File: src/rtl/uart_tx_fifo.sv
// 8N1 UART transmitter fed by a small byte FIFO; frames go out back-to-back while bytes are queued.
// States: IDLE line high, waiting | START start bit | DATA 8 data bits LSB first | STOP stop bit, done pulse
module uart_tx_fifo #(
    parameter int CLKS_PER_BIT = 10417,
    parameter int FIFO_DEPTH   = 4
) (
    input  logic                          i_clk,
    input  logic                          i_rst,
    input  logic                          i_tx_dv,
    input  logic [7:0]                    i_tx_byte,
    output logic                          o_tx_ready,
    output logic                          o_tx_serial,
    output logic                          o_tx_active,
    output logic                          o_tx_done,
    output logic [$clog2(FIFO_DEPTH):0]   o_fifo_count
);

    localparam int AW = $clog2(FIFO_DEPTH);
    localparam int TW = $clog2(CLKS_PER_BIT);
    localparam logic [TW-1:0] TC_LAST = TW'(CLKS_PER_BIT - 1);
    localparam logic [TW-1:0] TC_PRE  = TW'(CLKS_PER_BIT - 2);
    localparam logic [AW:0]   FULL    = (AW+1)'(FIFO_DEPTH);

    typedef enum logic [1:0] {
        IDLE  = 2'd0,
        START = 2'd1,
        DATA  = 2'd2,
        STOP  = 2'd3
    } state_t;

    state_t          r_state;
    logic [7:0]      r_mem [FIFO_DEPTH];
    logic [AW-1:0]   r_wr_ptr;
    logic [AW-1:0]   r_rd_ptr;
    logic [AW:0]     r_count;
    logic [TW-1:0]   r_timer;
    logic [2:0]      r_idx;
    logic [7:0]      r_shift;
    logic            r_serial;
    logic            r_active;
    logic            r_done;

    logic            w_push;
    logic            w_pop;
    logic            w_bit_end;
    logic [2:0]      w_idx_nxt;

    // Ready comes only from the registered count, so a pop never frees a slot on the same edge.
    assign o_tx_ready   = (r_count != FULL);
    assign w_push       = i_tx_dv && o_tx_ready;
    assign w_bit_end    = (r_timer == TC_LAST);
    assign w_pop        = (r_count != '0) && ((r_state == IDLE) || ((r_state == STOP) && w_bit_end));
    assign w_idx_nxt    = r_idx + 3'd1;

    assign o_tx_serial  = r_serial;
    assign o_tx_active  = r_active;
    assign o_tx_done    = r_done;
    assign o_fifo_count = r_count;

    always_ff @(posedge i_clk) begin
        if (w_push) begin
            r_mem[r_wr_ptr] <= i_tx_byte;
        end
    end

    always_ff @(posedge i_clk or posedge i_rst) begin
        if (i_rst) begin
            r_wr_ptr <= '0;
            r_rd_ptr <= '0;
            r_count  <= '0;
        end else begin
            if (w_push) begin
                r_wr_ptr <= r_wr_ptr + AW'(1);
            end
            if (w_pop) begin
                r_rd_ptr <= r_rd_ptr + AW'(1);
            end
            if (w_push && !w_pop) begin
                r_count <= r_count + (AW+1)'(1);
            end else if (w_pop && !w_push) begin
                r_count <= r_count - (AW+1)'(1);
            end
        end
    end

    always_ff @(posedge i_clk or posedge i_rst) begin
        if (i_rst) begin
            r_state  <= IDLE;
            r_timer  <= '0;
            r_idx    <= '0;
            r_shift  <= '0;
            r_serial <= 1'b1;
            r_active <= 1'b0;
            r_done   <= 1'b0;
        end else begin
            r_done <= 1'b0;
            case (r_state)
                IDLE: begin
                    r_serial <= 1'b1;
                    r_active <= 1'b0;
                    if (w_pop) begin
                        r_shift  <= r_mem[r_rd_ptr];
                        r_timer  <= '0;
                        r_serial <= 1'b0;
                        r_active <= 1'b1;
                        r_state  <= START;
                    end
                end
                START: begin
                    if (w_bit_end) begin
                        r_timer  <= '0;
                        r_idx    <= '0;
                        r_serial <= r_shift[0];
                        r_state  <= DATA;
                    end else begin
                        r_timer <= r_timer + TW'(1);
                    end
                end
                DATA: begin
                    if (w_bit_end) begin
                        r_timer <= '0;
                        if (r_idx == 3'd7) begin
                            r_serial <= 1'b1;
                            r_state  <= STOP;
                        end else begin
                            r_idx    <= w_idx_nxt;
                            r_serial <= r_shift[w_idx_nxt];
                        end
                    end else begin
                        r_timer <= r_timer + TW'(1);
                    end
                end
                STOP: begin
                    if (w_bit_end) begin
                        r_timer <= '0;
                        if (w_pop) begin
                            r_shift  <= r_mem[r_rd_ptr];
                            r_serial <= 1'b0;
                            r_state  <= START;
                        end else begin
                            r_active <= 1'b0;
                            r_state  <= IDLE;
                        end
                    end else begin
                        r_timer <= r_timer + TW'(1);
                        // Raised one edge early so the pulse covers the final stop-bit cycle.
                        r_done  <= (r_timer == TC_PRE);
                    end
                end
                default: begin
                    r_state  <= IDLE;
                    r_timer  <= '0;
                    r_serial <= 1'b1;
                    r_active <= 1'b0;
                end
            endcase
        end
    end

endmodule

File: config.mk
export PLATFORM = sky130hd
export DESIGN_NAME = uart_tx_fifo
export DESIGN_NICKNAME = d
export VERILOG_FILES = /design/src/rtl/uart_tx_fifo.sv
export SDC_FILE = /design/constraint.sdc
export NUM_CORES = 1
export LEC_CHECK = 0
export ABC_AREA = 0
export CORE_ASPECT_RATIO = 0.5
export CORE_MARGIN = 1.5
export CORE_UTILIZATION = 40
export CTS_CLUSTER_DIAMETER = 80
export DETAILED_ROUTE_END_ITERATION = 16
export GPL_TIMING_DRIVEN = 0
export SETUP_SLACK_MARGIN = 0.15
export SLEW_MARGIN = 0
export SYNTH_ARGS = -nofsm -noshare
export SYNTH_HDL_FRONTEND = slang
export SYNTH_SLANG_ARGS = --single-unit
File: constraint.sdc
create_clock -name i_clk -period 3 [get_ports i_clk]
set_input_delay 0.6 -clock i_clk [delete_from_list [all_inputs] [get_ports i_clk]]
set_output_delay 0.6 -clock i_clk [all_outputs]
set_load 0.02 [all_outputs]
==> impl_metrics.ini <==
; flow metrics
[status]
outcome = complete, no violations

[worst_hold_path]
hold_class = reg -> reg

[critical_path]
cp_slowest_stage_delay_ns = 0.60
cp.arrival_ns = 2.86
end_kind = flip-flop
cp.required_ns = 3.22
startpoint_type = flip-flop
path_cells = or4b_4 -> nor4_4 -> a21o_1 -> nand2_1 -> ha_1 -> inv_1 -> fa_1 -> mux2_2
critical_path_class = reg -> reg
cp_slowest_cell = or4b_4
critPathMaxFanout = 7

[die]
placementRows = 22
chipArea_sq_um = 8660
io_pins = 18
fp_util = 0.427

[global_route]
grt_pass1_wl_mm = 10.3
grt_max_degree = 38
grt_usage = 0.161
antenna_found_initial = 0
overflow = 0
grt_pass1_vias = 2010

[clock_network]
cts-buffers-inserted = 9
cts-hold-fix-buffers = 0
root_buffer = clkbuf_16
htreeDepth = 3
cts_sinks = 69
cts_buffer_depth = 2
cts_tree = yes
path_clk_slew_ns = 0.06

[drt]
antenna_left = 0
wl_per_cell_microns = 15.2
drc = 0
vias = 1999
drt_iter0_drc = 126
drt-total-wl_mm = 5.81
vias_per_cell = 5.25
first_pass_iters = 4

[synthesis]
top_cell_area_share = 0.297
syn-mean-instance-area_sq_um = 13.5
async_flop_share = 0.536
synthTopCellsByArea = edfxtp_1 30%, dfrtp_1 28%, mux4_2 6.3%
synth.cell_area_sq_um = 3230
synthFlopType = dfrtp_1
synth_flop_count = 69
ys_cells = 239
postSynthSeqShare = 0.584
synth_warnings = 0
ys_area_sq_um = 3230
common_cells = 36 x dfrtp_1, 32 x edfxtp_1, 23 x o21ai_0
syn_nets = 265
top_cell = dfrtp_1
ys_types = 47
synthCells = 239
edf_count = 32
largest_area_cell = edfxtp_1

[placed_design]
hpwl_mm = 3.97
gp_congestion = 0.739
portBuffers = 17

[flow_run]
tool_warnings = 34
maxCapViolCount = 0

[sta]
finalSetupViolCount = 0
period_needed_ns = 2.64
finalClockPeriodUsage = 0.882
tightest_slew_ns = 0.813
max_freq_mhz = 378
maxSlewHeadroom = 0.458
tns_ns = 0
final-hold-violation-count = 0
rsz0062_at_grt = false
maxSlewViolCount = 0

[layout]
layout.nets = 294
seq_area_sq_um = 1890
comb_area_sq_um = 1290
fillers = 654
drive_gt1_frac = 0.168
area_growth_pct = 19.7
antenna_cells = 0
post-route-util = 0.511

[power]
power_density_nw_per_um2 = 693
p_leak_nw = 1.50
through the flow:
step | hold WS, ns | instance area [sq um] | power, mW | setup slack, ns | std cells
floorplan | 0.451 | 3230 | 1.42 | 0.338 | 239
global placement | 0.492 | 3540 | 1.55 | 0.117 | 364
detailed placement | 0.483 | 3540 | 1.58 | 0.0703 | 364
CTS | 0.499 | 3870 | 2.72 | 0.346 | 381
global route | 0.537 | 3870 | 2.80 | 0.213 | 381
finish | 0.496 | 3870 | 2.68 | 0.355 | 381
metal layers:
metal / up-vias / share of wire / GRT usage
met4: 0 / 0.014 / 0.0542
met5: - / 0 / 0
met1: 994 / 0.49 / 0.214
met2: 35 / 0.45 / 0.250
met3: 8 / 0.043 / 0.0530
li1: 962 / - / -
power by group:
| part | switching (mW) | leakage [nW] | internal, mW |
|---|---|---|---|
| registers | 0.0620 | 0.751 | 1.12 |
| logic | 0.203 | 0.592 | 0.159 |
| clock network | 0.402 | 0.154 | 0.731 |
| total | 0.667 | 1.50 | 2.01 |
cells in the final DEF, fill, tap and decap left out, types with 6 or more instances in the layout:
cell type,count
mux2_2,11
dfrtp_1,36
mux4_2,9
ha_1,14
a22o_1,6
edfxtp_1,32
nor2_1,13
and3_1,9
o21ai_0,23
clkbuf_16,9
inv_1,8
clkdlybuf4s50_1,17
nand2_1,14
cells by family after synthesis:
kind of cell,after synthesis,synth area share
AND-OR/OR-AND,45,0.0910
XOR/XNOR,8,0.0217
adder cells (fa/ha/maj),15,0.0604
buffers and inverters,15,0.0178
flip-flops,69,0.584
multiplexers,23,0.112
AND/OR/NAND/NOR,64,0.113
critical path: cells and delay by family, from the launching register on:
| kind | cells | cell delay [ns] |
|---|---|---|
| buffers and inverters | 1 | 0.07 |
| AOI/OAI and AO/OA | 1 | 0.21 |
| muxes | 1 | 0.27 |
| DFF | 1 | 0.44 |
| and+or+nand+nor | 3 | 0.91 |
| adders and majority gates | 2 | 0.64 |
state kept, by name, summed over array words and instances, names as in the netlist:
name,flops
r_mem,32
r_rd_ptr,2
r_timer,14
r_state,2
r_wr_ptr,2
o_tx_serial,1
r_shift,8
o_tx_active,1
r_idx,3
o_tx_done,1
o_fifo_count,3
area by class of cell:
| type | count | area share |
|---|---|---|
| plain buffers | 6 | 0.00615 |
| clock buffers | 9 | 0.0582 |
| clock inverters | 7 | 0.0252 |
| inverters | 9 | 0.00874 |
| multi-input cells | 155 | 0.333 |
| flip-flops and latches | 69 | 0.488 |
| well taps | 108 | 0.0349 |
| repair buffers | 18 | 0.0459 |
repair_timing:
action,in CTS,in global routing
resized,0,0
setup endpoints to repair,1,0
buffers inserted,1,0
endpoints found under the hold margin,0,0
path summary, 6_finish.rpt:
kind,from,endpoint,slack [ns],cells past startpoint
hold reg to reg,r_timer[13],r_timer[13],0.50,1
max in group asynchronous,i_rst,r_timer[8],1.77,2
setup reg to reg,r_timer[9],o_fifo_count[1],0.36,8
setup / recovery,r_timer[9],o_fifo_count[1],0.36,8
min in group asynchronous,i_rst,o_tx_active,0.74,2
hold / removal,r_timer[13],r_timer[13],0.50,1
**Supply network**

Drawn at 4 px/micron. Pins as bars on the die edge. Tap cells in gray.
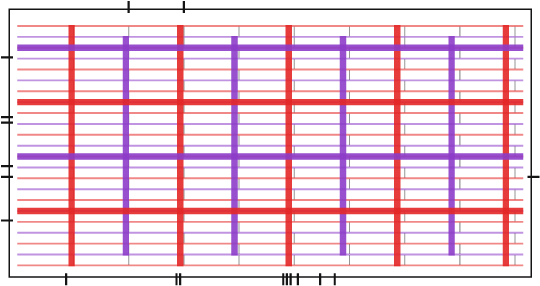
[VSS] red
[VDD] purple
signal pins: 18
met5 straps: 4
met1 rails: 23
met4 straps: 9
VDD IR max: 0.513 mV
Placeable Area: 7570 sq um
Die Wd: 130 microns

**Placed cells, one color a class**

Drawn at 4 px/micron. Fill, decap, tap and diode cells in gray.
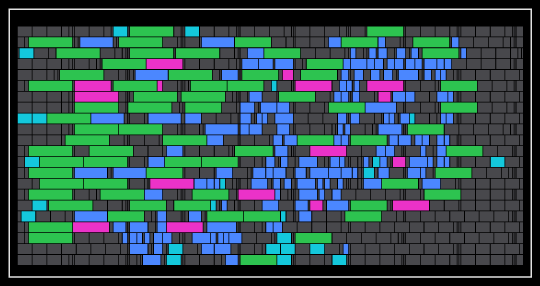
[remaining logic cells] blue | cells: 164 | share of their area: 35%
[registers] green | cells: 69 | share of their area: 51%
[clock drivers and dummy loads] magenta | cells: 16 | share of their area: 8.6%
[remaining buffers and delay cells] cyan | cells: 24 | share of their area: 5.4%

**Clock distribution**

Drawn at 4 px/micron.
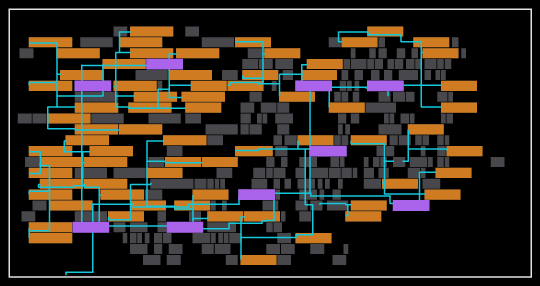
[clock-net drivers] purple | count: 9
[clock wires] cyan | length: 876 microns
[flip-flops] orange | count: 69
routed clock nets: 10
Layout Skew: 0.00440 ns
Late-Pin Clk Latency: 0.33 ns
clock network power: 1.13 mW
clock share of power: 0.423

Power figures rest on the tool's default switching activity, not on a simulated workload.
